### Signal wires on met1, run 1

Bar = 20 µm. Supply wires on this layer in gray.
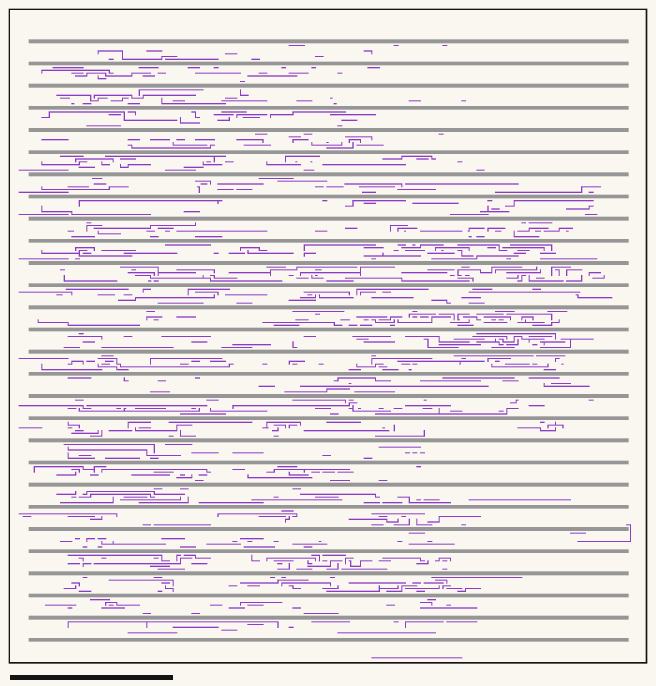
### The metal 2 layer, run 1

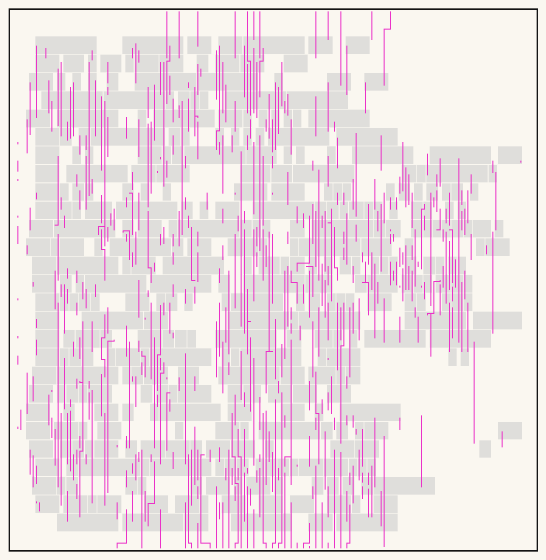
### M3 wires, run 1

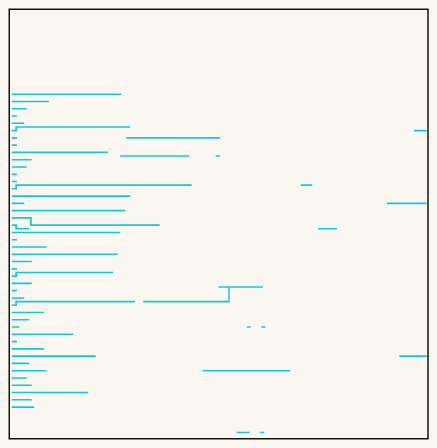
==> config.mk <==
export PLATFORM = sky130hd
export DESIGN_NAME = dmem_arbiter
export DESIGN_NICKNAME = d
export VERILOG_FILES = /design/src/rtl/dmem_arbiter.sv
export SDC_FILE = /design/constraint.sdc
export NUM_CORES = 1
export LEC_CHECK = 0
export ABC_AREA = 1
export CAP_MARGIN = 25
export CORE_AREA = 2 2 76 78
export CTS_BUF_LIST = sky130_fd_sc_hd__clkbuf_2 sky130_fd_sc_hd__clkbuf_4 sky130_fd_sc_hd__clkbuf_8
export DETAILED_ROUTE_END_ITERATION = 7
export DIE_AREA = 0 0 78 80
export GPL_TIMING_DRIVEN = 0
export PLACE_DENSITY = 0.78
export SYNTH_ARGS = -nofsm -noshare
export SYNTH_HDL_FRONTEND = slang
export SYNTH_SLANG_ARGS = --single-unit
export TNS_END_PERCENT = 100
==> constraint.sdc <==
create_clock -name clk -period 2.5 [get_ports clk]
set_clock_uncertainty 0.15 [all_clocks]
set_input_delay 0.25 -clock clk [delete_from_list [all_inputs] [get_ports clk]]
set_output_delay 0.25 -clock clk [all_outputs]
set_load 0.02 [all_outputs]
==> notes.md <==
run metrics: result of the run=completed, portion of total power attributed to the clock network=13.7%, Avg Inst Size Synth=8.68 µm², fraction of layout cells with a size suffix above 1=6.18%, H-Tree Level Count=2, clock tree from TritonCTS=done, Layout Cell Area excl Fill=0.00347 mm², overall routing resource usage=19.1%, maximum root-to-sink buffer count=2, x dimension of the die=78 µm, Startpoint Class=flop, total instance count after detailed placement=435, synthesized-area fraction occupied by and/or/nand/nor cells=18.9%, root buffer selected by CTS=sky130_fd_sc_hd__clkbuf_8, top contributor to total power=combinational logic, Sequential Power=1.42 mW, OpenROAD warning count=29, first-pass GRT wire length=9.52 mm, CP max stage cell=sky130_fd_sc_hd__dfrtp_1, Die H=80 µm, top logic cells by instance count in the layout=sky130_fd_sc_hd__clkdlybuf4s50_1, sky130_fd_sc_hd__dfrtp_1, sky130_fd_sc_hd__nand2_1, sky130_fd_sc_hd__nor2_1, sky130_fd_sc_hd__o21ai_0, share of total power consumed by net switching=40.3%, Worst path top cell family by delay=simple AND/OR/NAND/NOR gates, worst-path maximum fanout=5, register share after synthesis=56.4%, Starting DRT DRC Count=48, Cells after Synth=276, fraction of the cycle the final worst path needs=88.1%, top cells by area=sky130_fd_sc_hd__dfrtp_1, sky130_fd_sc_hd__o21ai_0, sky130_fd_sc_hd__nand2_1, portion of total power attributed to sequential cells=37.6%, area share of xor/xnor cells in the synthesized design=0%, DR pass1 iterations=4, PnR worst setup slack=0.298 ns, internal power summed over all cells=2.26 mW, most common cell after layout, fill and taps aside=sky130_fd_sc_hd__clkdlybuf4s50_1, CTS sink count=54, post-synthesis cell area=0.00240 mm², RSZ-0062 raised after global routing=false, slew at the pin with the worst max-slew slack=0.486 ns, count of cells along the worst register-to-register path=13, fin cells=444, setup tns final=0 ns, ANT cells=0, detailed route wirelength on metal2=2.61 mm, kind of end point of the critical path=flop, global route hottest layer=met2, number of port buffers=86, most common cell in the netlist=sky130_fd_sc_hd__dfrtp_1, worst ir drop on vdd=0.589 mV, top layer in use=met4, Fmax=0.454 GHz, TritonCTS Buffers=5, Post CTS Setup Buffer Count=0, area grow syn2layout=44.8%, proportion of register bits with asynchronous set or reset after synthesis=100%, Area after DPL=0.00336 mm², power dissipated in the clock network=0.516 mW, Layout Utilization=64.2%, area reported by Yosys stat=0.00240 mm², length of routed wiring on met1=2.30 mm, Worst slew margin=67.4%, register-to-register path setup slack=0.30 ns, series of cell instances along the critical path=ha_1 -> nand2_1 -> inv_1 -> nor2_1 -> nand3_1 -> nor2_1 -> nand3_1 -> nand2_1 -> o21ai_2 -> inv_1 -> ha_1 -> inv_1 -> nor2_1, static leakage power=1.60 nW, DR WL met3=466 µm, number of nets in the synthesized netlist=328, maximum single-stage delay on the critical path=0.44 ns, combinational group power=1.84 mW, floorplan core density=44.3%, clock slew seen by the registers of the worst setup and hold paths=0.10 ns, final tally of max-slew violations=0, total global routing overflow=0, wire length per cell=12.3 µm, DP Wirelength=4.12 mm, post-CTS resize count=0, count of warnings emitted by yosys=0, multiplexer share of the synthesized area=0%, Via-to-Cell Ratio=4.75, arrival time reported for the critical path endpoint=2.24 ns, count of endpoints failing hold in the final timing report=0, Most used DFF post-synth=sky130_fd_sc_hd__dfrtp_1, final weighted congestion of routability-driven global placement=0.842, Routed Antenna Nets=0, share of synthesized cell area in and-or and or-and compound cells=14.4%, Stages on worst setup path=13, Placeable Area=0.00541 mm², Power Dens Cells=1090 mW/mm², total power after layout=3.78 mW, class of the most critical setup path=flop to flop, final-stage net count=423, buffers and inverters on the worst path=3, antenna violations before repair=0, post-synth top area cell=sky130_fd_sc_hd__dfrtp_1
About 'Signal wires on met1':
share of all routed wire: 42%
main direction: horizontal
wire length on this layer: 2,300 µm
final routed wirelength across all metal layers: 5.46 mm
met1 capacity usage during global routing: 22.3%

About 'The metal 2 layer':
longest straight run: 27.2 µm
nets with wire on the layer: 342
main direction: vertical
wire length on this layer: 2,610 µm
met2 track demand over resource in global routing: 33.0%
total vias in the final route: 2,110

About 'M3 wires':
nets with wire on the layer: 53
share of all routed wire: 8.5%
met3 demand-to-capacity share in global routing: 7.13%

==> run 1: logic make-up after synthesis <==
| group | count (synthesis) |
|---|---|
| AND/OR/NAND/NOR | 108 |
| AND-OR/OR-AND | 64 |
| flip-flops | 54 |
| buffers and inverters | 45 |
| adder cells (fa/ha/maj) | 5 |
==> run 1: area by class of cell <==
| cell class | instances | area, µm² |
|---|---|---|
| Clock inverter | 3 | 28.8 |
| Fill cell | 458 | 1940 |
| Tap cell | 72 | 90.1 |
| Clock buffer | 5 | 68.8 |
| Buffer | 7 | 40.0 |
| Inverter | 38 | 145 |
| Multi-Input combinational cell | 177 | 860 |
| Sequential cell | 54 | 1350 |
| Timing Repair Buffer | 88 | 886 |
Power and IR drop assume default switching activity.
